==> src/rtl/i4003_pshift.sv <==
// Shift register with parallel load and a strobed output latch, driven by cp/strobe
// events synchronised into the sysclk domain.
module i4003_pshift #(
    parameter int unsigned           WIDTH       = 10,
    parameter logic [WIDTH-1:0]      RESET_VALUE = '0
) (
    input  logic                           sysclk,
    input  logic                           reset_n,
    input  logic                           cp,
    input  logic                           serial_in,
    input  logic                           dir,
    input  logic                           load,
    input  logic [WIDTH-1:0]               par_in,
    input  logic                           strobe,
    input  logic                           enable,
    output logic [WIDTH-1:0]               parallel_out,
    output logic                           serial_out,
    output logic [$clog2(WIDTH+1)-1:0]     count,
    output logic                           full
);

    localparam int unsigned CW = $clog2(WIDTH + 1);

    logic             cp_meta, cp_sync, cp_prev, cp_armed;
    logic             st_meta, st_sync, st_prev, st_armed;
    logic             live;
    logic             cp_evt, st_evt, shift_evt, load_evt;
    logic [WIDTH-1:0] sr, latch, sr_nxt;
    logic [CW-1:0]    count_nxt;

    // Two-flop synchronisers plus edge detect. An input only arms once its
    // synchronised level has been seen low after reset, so a line held high
    // across reset release cannot fake a rising edge.
    always_ff @(posedge sysclk or negedge reset_n) begin
        if (!reset_n) begin
            cp_meta  <= 1'b0;
            cp_sync  <= 1'b0;
            cp_prev  <= 1'b0;
            cp_armed <= 1'b0;
            st_meta  <= 1'b0;
            st_sync  <= 1'b0;
            st_prev  <= 1'b0;
            st_armed <= 1'b0;
            live     <= 1'b0;
        end else begin
            cp_meta  <= cp;
            cp_sync  <= cp_meta;
            cp_prev  <= cp_sync;
            cp_armed <= cp_armed | (live & ~cp_meta);
            st_meta  <= strobe;
            st_sync  <= st_meta;
            st_prev  <= st_sync;
            st_armed <= st_armed | (live & ~st_meta);
            live     <= 1'b1;
        end
    end

    assign cp_evt    = cp_sync & ~cp_prev & cp_armed;
    assign st_evt    = st_sync & ~st_prev & st_armed;
    assign load_evt  = cp_evt & load;
    assign shift_evt = cp_evt & ~load;

    // Next shift-register value and shift counter.
    always_comb begin
        sr_nxt    = sr;
        count_nxt = count;
        if (load_evt) begin
            sr_nxt = par_in;
        end else if (shift_evt) begin
            if (dir) begin
                sr_nxt = {serial_in, sr[WIDTH-1:1]};
            end else begin
                sr_nxt = {sr[WIDTH-2:0], serial_in};
            end
        end
        if (load_evt) begin
            count_nxt = '0;
        end else if (shift_evt && st_evt) begin
            count_nxt = CW'(1);
        end else if (shift_evt) begin
            if (count != CW'(WIDTH)) begin
                count_nxt = count + CW'(1);
            end
        end else if (st_evt) begin
            count_nxt = '0;
        end
    end

    // The latch captures the pre-update register contents.
    always_ff @(posedge sysclk or negedge reset_n) begin
        if (!reset_n) begin
            sr    <= RESET_VALUE;
            latch <= RESET_VALUE;
            count <= '0;
            full  <= 1'b0;
        end else begin
            sr    <= sr_nxt;
            count <= count_nxt;
            full  <= (count_nxt == CW'(WIDTH));
            if (st_evt) begin
                latch <= sr;
            end
        end
    end

    assign parallel_out = enable ? latch : '0;
    assign serial_out   = dir ? sr[0] : sr[WIDTH-1];

endmodule

==> config.mk <==
export PLATFORM = sky130hd
export DESIGN_NAME = i4003_pshift
export DESIGN_NICKNAME = d
export VERILOG_FILES = /design/src/rtl/i4003_pshift.sv
export SDC_FILE = /design/constraint.sdc
export NUM_CORES = 1
export LEC_CHECK = 0
export CORE_UTILIZATION = 28
export DETAILED_ROUTE_END_ITERATION = 8
export PLACE_DENSITY_LB_ADDON = 0.12
export RECOVER_POWER = 100
export SYNTH_ARGS = -nofsm -noshare
export SYNTH_HDL_FRONTEND = slang
export SYNTH_SLANG_ARGS = --single-unit
==> constraint.sdc <==
create_clock -name sysclk -period 4.33 [get_ports sysclk]
set_clock_uncertainty 0.2 [all_clocks]
set_input_delay 0.866 -clock sysclk [delete_from_list [all_inputs] [get_ports sysclk]]
set_output_delay 0.866 -clock sysclk [all_outputs]
set_load 0.1 [all_outputs]
clock_nets.png
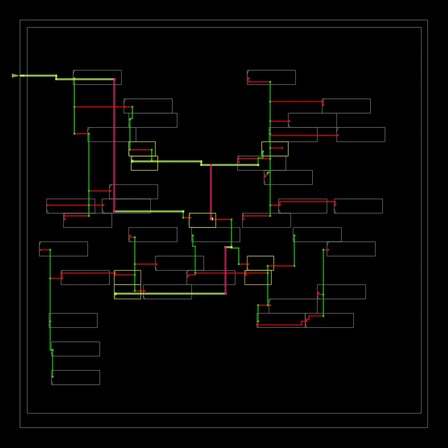
total of clock buffers placed in the layout: 8
source-to-sink clock delay at the later pin of the worst-skew pair: 280 ps
seq_cells: 34
clock sink count: 34

clock_wires.png
Scale: 4 px per um.
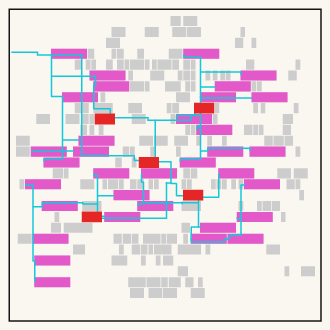
clock wires: shown in cyan, length 446 um. clock-net drivers: shown in red, count 5. flip-flops: shown in magenta, count 34.
There are 6 routed clock nets.

==> GITHUB_STEP_SUMMARY <==
## Implementation flow summary

| Metric | Value |
|---|---|
| Maximum root-to-sink buffer count | `2` |
| Source of the worst hold timing path | `st_meta` |
| Number of iterations in the first detailed-routing pass | `4` |
| Buffer count from post-CTS setup fixing | `0` |
| Worst setup endpoint | `serial_out` |
| Die x size | `slightly below 80 um` |
| Crit path launch type | `input pin` |
| Number of placed I/O pins | `34` |
| Cts hold-fix bufs | `0` |
| Post-synthesis instance area | `0.001599 mm^2` |
| Worst Hold End | `st_sync` |
| Dominant cell type by area after synthesis | `sky130_fd_sc_hd__dfrtp_1` |
| Arrival time at the worst endpoint | `2610 ps` |
| Total cell area reported by yosys after synthesis | `about 0.0016 mm^2` |
| Cycle use final | `84.84%` |
| DRT antenna net count | `0` |
| Average wire per standard cell | `12.37 um` |
| Core ar. | `0.005507 mm^2` |
| Wire length of the first global-routing pass | `about 5.8 mm` |
| Setup repair after global routing missed its margin | `no` |
| Violations in the final reports | `capacitance limit, slew limit` |
| Leakage power summed over all cells | `0.9575 nW` |
| Layout-stage area growth over the synthesis result | `27.31%` |
| Cell Rows | `27` |
| Endpoint of the lowest-slack register-to-register path | `full` |
| Port Buffers | `33` |
| CTS HTree Levels | `2` |
| Worst hold path type | `reg2reg` |
| Reported max-cap violation count | `1` |
| Leftover overflow at the end of global routing | `0` |
| Dpl hpwl | `2.408 mm` |
| Data required time at the worst endpoint | `3260 ps` |
| Layout cell share with drive strength beyond 1 | `7.389%` |
| CTS tree | `built` |
| Via count of the first global-routing pass | `1171` |
| Clock root buffer | `sky130_fd_sc_hd__clkbuf_8` |
| Count of unresolved DRC violations after routing | `0` |
| Number of nets at the end of the flow | `approximately 220` |
| Floorplan-stage core utilization | `29.04%` |
| Number of resized instances in the post-cts repair step | `0` |
| Final-report max-slew violation count | `35` |
| # Cells Yosys | `167` |
| Hold WS | `around 180 ps` |
| PwrDens | `445.6 mW/mm^2` |
| Synthesized netlist cell count | `167` |
| Number of cells on the worst hold path | `0` |
| Clock period minus final worst setup slack | `between 3000 and 4000 ps` |
| Startpoint-to-endpoint class of the critical path | `in2out` |
| Asr flop ratio synth | `100.0%` |
| Worst slew margin relative to its limit | `-18.59%` |
| Most popular library cell in the synthesized design by count | `sky130_fd_sc_hd__nand2_1` |
| Worst reg-to-reg path cell count | `4` |
| Antenna violations before repair | `0` |
| Filler cell count in the final layout | `568` |
| Synthesized net count | `187` |
| Final Hold Violating Endpoints | `0` |
| Via count | `1223` |
| Antenna fix cells | `0` |
| Beginning of the worst register-to-register path | `st_sync` |
| Post-detailed-routing wire length | `3.402 mm` |
| Total routing usage reported by global routing | `12.37%` |
| Count of state elements after synthesis | `34` |
| Die H | `just under 80 um` |
| Largest net degree at the start of global routing | `35` |
| Category of the worst setup path capture point | `output pin` |
| Outcome | `finished, violations left` |
| Final sum of negative setup slack | `0 ps` |
| Cell variety after synth | `28` |
| Worst Tran Pin Value | `1779 ps` |
| Largest fanout on the critical path | `11` |
| List of most frequent post-synthesis cells | `sky130_fd_sc_hd__nand2_1 (43), sky130_fd_sc_hd__dfrtp_1 (34), sky130_fd_sc_hd__nor2_1 (15)` |
| Maximum ir drop on the vdd rail | `0.1730 mV` |
| Final RePlAce weighted congestion | `between 0.7 and 0.8` |
| Tally of OpenROAD warnings | `27` |
| Reg2Reg Setup Slack | `2450 ps` |
| Part of the Yosys area used for sequential elements | `53.21%` |
| F_max | `272.2 MHz` |
| Post-detailed-route via-to-cell ratio | `4.447` |
| Warnings, synthesis | `0` |
| Final setup violation count | `0` |
| Top cells by area | `sky130_fd_sc_hd__dfrtp_1 (53%), sky130_fd_sc_hd__nand2_1 (10%), sky130_fd_sc_hd__mux2i_1 (6.3%)` |
| Share of the synthesized area in the top cell type | `53.21%` |
| Worst-path clk slew | `about 60 ps` |
| Die ar. | `0.006017 mm^2` |
| Count of flip-flops with a built-in enable after synthesis | `0` |
| Syn Area/Cell | `9.575 um^2` |
| Dominant flop cell | `sky130_fd_sc_hd__dfrtp_1` |
| Startpoint of the most critical setup path | `dir` |
| Number of buffers added by the clock tree synthesis step | `5` |
| Drt initial violations | `around 63` |
floorplan.png
Scale: 4 px per um. Pins as bars on the die edge.
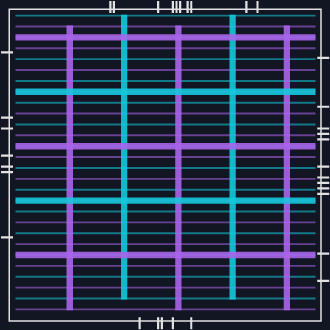
VSS: shown in purple. VDD: shown in cyan.
34 signal pins sit on the boundary. The core has 27 rows. 28 met1 rails follow the rows. 5 straps on met5.

## through the flow
stage / util (%) / instances / setup WS (ps) / area (um^2) / total power [W]
global placement: 35.83 / 267 / 1149 / 1973 / 0.0006546
floorplan: - / 167 / 1662 / 1599 / 0.0005850
global route: 36.97 / 275 / 577.8 / 2036 / 0.0009547
CTS: 37.83 / 275 / 1120 / 2083 / 0.0009301
finish: 36.97 / 275 / 656.6 / 2036 / 0.0009071
detailed placement: 35.83 / 267 / 1124 / 1973 / 0.0006582
## cell type report
cell class,count,area (um^2),share of cell area [%]
Clock buffer,8,110.1,5.409
Multi-Input combinational cell,122,689.4,33.87
Timing Repair Buffer,36,284.0,13.95
Tap cell,72,90.09,4.425
Inverter,3,11.26,0.5532
Sequential cell,34,850.8,41.79
## layout by cell type, fill, tap and decap left out, types with 2 or more instances in the layout
cell type,count
sky130_fd_sc_hd__a21o_1,2
sky130_fd_sc_hd__a21oi_1,11
sky130_fd_sc_hd__and2_1,10
sky130_fd_sc_hd__and3b_1,2
sky130_fd_sc_hd__buf_4,3
sky130_fd_sc_hd__clkbuf_1,11
sky130_fd_sc_hd__clkbuf_8,8
sky130_fd_sc_hd__clkdlybuf4s50_1,11
sky130_fd_sc_hd__dfrtp_1,34
sky130_fd_sc_hd__dlygate4sd3_1,11
sky130_fd_sc_hd__ha_1,2
sky130_fd_sc_hd__inv_1,3
sky130_fd_sc_hd__mux2i_1,10
sky130_fd_sc_hd__nand2_1,43
sky130_fd_sc_hd__nand3b_1,2
sky130_fd_sc_hd__nand4_1,2
sky130_fd_sc_hd__nor2_1,15
sky130_fd_sc_hd__nor4_1,2
sky130_fd_sc_hd__o21ai_0,11
## worst max-delay path: stages
cell	delay, ps
sky130_fd_sc_hd__dlygate4sd3_1	530
sky130_fd_sc_hd__clkbuf_1	560
sky130_fd_sc_hd__mux2_2	420
sky130_fd_sc_hd__buf_4	230
## registers in the layout, summed over array words and instances (netlist names)
name,count
cp_prev,1
cp_sync,1
cp_meta,1
sr,10
st_meta,1
st_sync,1
st_prev,1
cp_armed,1
count,4
st_armed,1
latch,10
live,1
full,1
## cells by family (layout without fill, tap and decap cells)
| logic type | Yosys count | in the layout | synth area share, % |
|---|---|---|---|
| AOI/OAI and AO/OA | 28 | 28 | 10.56 |
| adders and majority gates | 2 | 2 | 1.565 |
| and+or+nand+nor | 79 | 79 | 23.47 |
| muxes | 12 | 12 | 7.668 |
| other | 1 | 1 | 0.2345 |
| buffers and inverters | 11 | 47 | 3.286 |
| DFF | 34 | 34 | 53.21 |
## metal layers
metal | up-vias | wire length, um | track usage (%)
met2 | 26 | 1464 | 17.96
met4 | 0 | 44 | 4.528
li1 | 625 | - | -
met5 | - | 0 | 0
met3 | 6 | 183 | 4.706
met1 | 566 | 1709 | 16.59
## power breakdown
group          total (W)  internal, W  leakage [nW]  switching [W]
combinational   0.000242    0.0000646         0.478       0.000178
clock           0.000270     0.000160        0.0575       0.000110
sequential      0.000395     0.000360         0.422      0.0000352
Power and IR drop assume default switching activity.
